**src/rtl/encoder_rr_8_to_3_if.sv**
```systemverilog
// Handshake/bus bundle for encoder_rr_8_to_3.
//   ena        capture enable for in[]
//   in         event bits, one request per set bit
//   out_ready  downstream accepts out when out_valid=1
//   out_valid  out carries a valid index
//   out        encoded index of the granted event
//   pending    current pending-event set (observability)
//   overflow   1-cycle pulse: event arrived on an already-pending bit
// Modports: master = event source / index consumer, slave = encoder.
interface encoder_rr_8_to_3_if #(
  parameter int unsigned N = 8,
  parameter int unsigned W = $clog2(N)
);
  logic         ena;
  logic [N-1:0] in;
  logic         out_ready;
  logic         out_valid;
  logic [W-1:0] out;
  logic [N-1:0] pending;
  logic         overflow;

  modport master (
    output ena, in, out_ready,
    input  out_valid, out, pending, overflow
  );

  modport slave (
    input  ena, in, out_ready,
    output out_valid, out, pending, overflow
  );
endinterface

```
**src/rtl/encoder_rr_8_to_3.sv**
```systemverilog
// Round-robin event encoder: collects multi-hot event strobes into a pending set and
// issues them one at a time as binary indices over a valid/ready handshake.
// Ports:
//   clk   clock, rising edge
//   rst   asynchronous active-low reset
//   bus   encoder_rr_8_to_3_if.slave (ena, in, out_ready in; out_valid, out, pending,
//         overflow out)
module encoder_rr_8_to_3 #(
  parameter int unsigned N = 8,
  parameter int unsigned W = $clog2(N)
) (
  input logic                  clk,
  input logic                  rst,
  encoder_rr_8_to_3_if.slave   bus
);

  localparam logic [0:0] StIdle  = 1'b0;
  localparam logic [0:0] StValid = 1'b1;

  logic [0:0]   state_q, state_d;
  logic [N-1:0] pending_q, pending_d;
  logic [W-1:0] out_q, out_d;
  logic [W-1:0] ptr_q, ptr_d;
  logic         overflow_q, overflow_d;

  logic         acc;
  logic [N-1:0] clr;
  logic [N-1:0] set;
  logic [N-1:0] cand;
  logic [W-1:0] next_ptr;
  logic [W-1:0] search_ptr;
  logic [W-1:0] winner;
  logic         found;
  logic [W:0]   idx;

  assign acc      = (state_q == StValid) && bus.out_ready;
  assign clr      = acc ? (N'(1) << out_q) : '0;
  assign set      = bus.ena ? bus.in : '0;
  // Only registered events compete; same-cycle in[] waits one cycle.
  assign cand     = pending_q & ~clr;
  // Explicit wrap so non-power-of-2 N works.
  assign next_ptr = (out_q == W'(N - 1)) ? '0 : out_q + 1'b1;
  // After an accept the search already starts past the index just issued.
  assign search_ptr = acc ? next_ptr : ptr_q;

  // Circular first-set search starting at search_ptr.
  always_comb begin
    winner = '0;
    found  = 1'b0;
    idx    = '0;
    for (int unsigned i = 0; i < N; i++) begin
      idx = {1'b0, search_ptr} + (W + 1)'(i);
      if (idx >= (W + 1)'(N)) begin
        idx = idx - (W + 1)'(N);
      end
      if (!found && cand[idx[W-1:0]]) begin
        found  = 1'b1;
        winner = idx[W-1:0];
      end
    end
  end

  always_comb begin
    // Set wins over clear: an event landing on the bit being accepted is re-queued.
    pending_d  = (pending_q & ~clr) | set;
    overflow_d = |(set & pending_q & ~clr);
    state_d    = state_q;
    out_d      = out_q;
    ptr_d      = ptr_q;
    case (state_q)
      StIdle: begin
        if (found) begin
          out_d   = winner;
          state_d = StValid;
        end
      end
      StValid: begin
        if (bus.out_ready) begin
          ptr_d = next_ptr;
          if (found) begin
            out_d = winner;
          end else begin
            state_d = StIdle;
          end
        end
      end
      default: state_d = StIdle;
    endcase
  end

  always_ff @(posedge clk or negedge rst) begin
    if (!rst) begin
      state_q    <= StIdle;
      pending_q  <= '0;
      out_q      <= '0;
      ptr_q      <= '0;
      overflow_q <= 1'b0;
    end else begin
      state_q    <= state_d;
      pending_q  <= pending_d;
      out_q      <= out_d;
      ptr_q      <= ptr_d;
      overflow_q <= overflow_d;
    end
  end

  assign bus.out_valid = (state_q == StValid);
  assign bus.out       = out_q;
  assign bus.pending   = pending_q;
  assign bus.overflow  = overflow_q;

endmodule

```
**src/flat_wrapper.sv**
```systemverilog
// flat-port wrapper written by rule: the top's interface ports become plain ports
module encoder_rr_8_to_3_flat 
#(
  parameter int unsigned N = 8,
  parameter int unsigned W = $clog2(N)
)
  (clk, rst, bus_ena, bus_in, bus_out_ready, bus_out_valid, bus_out, bus_pending, bus_overflow);
  encoder_rr_8_to_3_if #(.N(N), .W(W)) bus_i ();
  input logic clk;
  input logic rst;
  input wire logic [$bits(bus_i.ena)-1:0] bus_ena;
  input wire logic [$bits(bus_i.in)-1:0] bus_in;
  input wire logic [$bits(bus_i.out_ready)-1:0] bus_out_ready;
  output wire logic [$bits(bus_i.out_valid)-1:0] bus_out_valid;
  output wire logic [$bits(bus_i.out)-1:0] bus_out;
  output wire logic [$bits(bus_i.pending)-1:0] bus_pending;
  output wire logic [$bits(bus_i.overflow)-1:0] bus_overflow;
  assign bus_i.ena = bus_ena;
  assign bus_i.in = bus_in;
  assign bus_i.out_ready = bus_out_ready;
  assign bus_out_valid = bus_i.out_valid;
  assign bus_out = bus_i.out;
  assign bus_pending = bus_i.pending;
  assign bus_overflow = bus_i.overflow;
  encoder_rr_8_to_3 #(.N(N), .W(W)) u_core (.clk(clk), .rst(rst), .bus(bus_i));
endmodule
```
**config.mk**
```make
export PLATFORM = sky130hd
export DESIGN_NAME = encoder_rr_8_to_3_flat
export DESIGN_NICKNAME = d
export VERILOG_FILES = /design/src/rtl/encoder_rr_8_to_3_if.sv /design/src/rtl/encoder_rr_8_to_3.sv /design/src/flat_wrapper.sv
export SDC_FILE = /design/constraint.sdc
export NUM_CORES = 1
export LEC_CHECK = 0
export CORE_MARGIN = 2
export CORE_UTILIZATION = 40
export CTS_CLUSTER_DIAMETER = 200
export DETAILED_ROUTE_END_ITERATION = 10
export GPL_TIMING_DRIVEN = 0
export PLACE_DENSITY = 0.66
export SLEW_MARGIN = 20
export SYNTH_ARGS = -nofsm -noshare
export SYNTH_HDL_FRONTEND = slang
export SYNTH_SLANG_ARGS = --single-unit
```
**constraint.sdc**
```tcl
create_clock -name clk -period 9.5 [get_ports clk]
set_clock_uncertainty 0.15 [all_clocks]
set_input_delay 1.9 -clock clk [delete_from_list [all_inputs] [get_ports clk]]
set_output_delay 1.9 -clock clk [all_outputs]
set_load 0.005 [all_outputs]
```
==> flow_summary.yaml <==
# generated from flow reports
logic_synthesis:
  async_flop_share: 1.000
  top_cell_area_share: 0.1853
  post_synth_num_cell_types: 62
  synth_stat.cells: 247
critical_path:
  timing.critical_path.arrival_ps: 6160
  worst-path-max-fanout: 10
  critical_path.reg2reg.startpoint: "u_core.bus.out[0]"
  slowest_delay_ps: 610
  endpoint_kind: "register"
  critPathLaunchType: "primary input"
  critical_path.n_buffers_inverters: 5
  ordered_cell_list_for_the_critical_path: "clkdlybuf4s50_1 > buf_4 > nand4b_1 > and2_1 > buf_2 > buf_2 > ha_1 > clkinv_1 > mux4_2 > a21boi_0 > mux4_2 > nor4b_1 > a211oi_1 > o21ai_2"
final_layout:
  filler_cell_count: 495
  diode_count: 0
  synth_to_final_area_change_pct: 17.26
  design.final.nets: 295
clocking:
  cts.hold.buffers_added: 0
  cts.htree.levels: 1
  clk_pin_slew_ps: 70
  postCtsResizedCells: 0
routing:
  wl_per_cell_um: 19.42
  dr.first_iter.drc_count: 214
  route.vias.total: 2267
die:
  die_height_um: 77.50
  fp-utilization: 0.4178
status:
  run_status: "finished, final reports clean"
global_route:
  grt_antenna_before_repair: 0
  grtUsageTotal: 0.2262
timing:
  postLayoutSetupSlackWorst_ps: 3322
hold_path:
  worst_hold_path_type: "reg -> reg"
==> routing by layer <==
layer  vias to the layer above  routed length, um  share of wire  global-route usage
li1                       1035                  -              -                   -
met1                      1123               3130           0.47              0.3270
met2                       103               3096           0.46              0.3600
met3                         6                417          0.062             0.03488
met4                         0                 36         0.0054             0.04107
met5                         -                  0              0                   0
==> cell usage after synthesis (all sizes together) (2+ instances only) <==
library cell,count
inv,12
nand4,13
and2,7
a222oi,2
xnor2,3
buf,10
a211oi,4
mux4,12
and3,3
o21ai,7
nand2b,4
nand3b,2
o211ai,12
or3,3
nand3,11
mux2i,10
ha,8
nand2,34
and4,3
a21oi,6
nor3,2
o221ai,2
o31ai,2
clkbuf,2
o2111ai,2
mux2,5
a21boi,4
o211a,2
dfrtp,16
a31oi,7
a32oi,2
nor4b,2
nor2,10
a21bo,3
nand4b,4
==> stage by stage <==
step / util / hold slack, ps / std cells
global placement: 0.4792 / 471.0 / 340
global route: 0.4898 / 509.4 / 344
CTS: 0.4898 / 490.0 / 344
finish: 0.4898 / 493.8 / 344
floorplan: - / 418.5 / 247
detailed placement: 0.4792 / 479.4 / 340
==> worst min path at each step <==
stage,from,slack [ps],depth (start not counted),to
after floorplan,u_core.bus.out[0],420,2,u_core.bus.out[0]
after global placement,u_core.bus.out[1],470,2,u_core.bus.out[1]
after detailed placement,u_core.bus.out[1],480,2,u_core.bus.out[1]
after CTS,u_core.bus.out[1],490,2,u_core.bus.out[1]
after global routing,u_core.bus.out[1],510,2,u_core.bus.out[1]
final,u_core.bus.out[1],490,2,u_core.bus.out[1]
==> registers in the layout, summed over array words and instances, names as in the netlist <==
name,cells
u_core.bus.pending,8
u_core.bus.out,3
u_core.ptr_q,3
u_core.bus.out_valid,1
u_core.bus.overflow,1
==> layout make-up <==
class,count,area (um2),area share
multi-input cells,206,1643,0.6484
flip-flops and latches,16,400.4,0.1580
repair buffers,23,230.2,0.09086
well taps,70,87.58,0.03457
plain buffers,12,68.82,0.02716
clock buffers,4,55.05,0.02173
inverters,13,48.80,0.01926
==> cells by family (layout without fill, tap and decap cells) <==
group	Yosys count	after routing	synth area share
fa+ha+maj	8	8	0.04632
buf+inv	25	52	0.05443
simple gates	104	104	0.2779
flops	16	16	0.1853
xor+xnor	3	3	0.01216
mux	27	27	0.1992
compound gates	64	64	0.2247
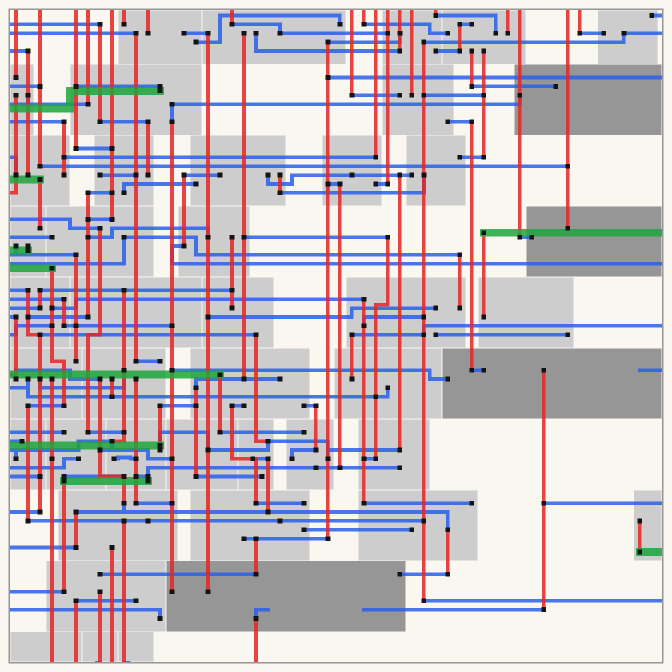
Fig. 1. A small window of the routed layout.
Window x 46 to 71, y 7 to 32 um. Cells in grey, sequential cells in the stronger grey; small squares are vias.
M3 -> green
M2 -> red
M1 -> blue
most frequent = ha_1 (5), dfrtp_1 (4)
cells with their middle in the window = 39
netlist names of flops here include = u_core.bus.out (2)
sequential cells in the window = 4

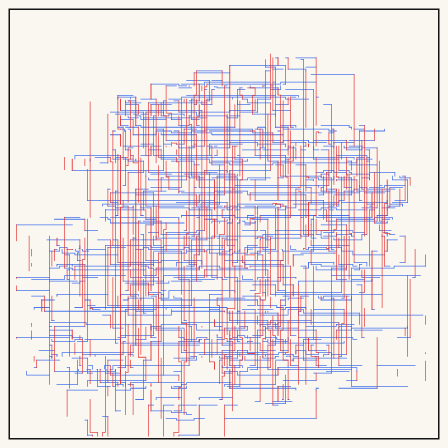
Fig. 2. Signal wires by layer.
Two of the layers only.
M2 -> red  # wire length 3100 um
M1 -> blue  # wire length 3130 um

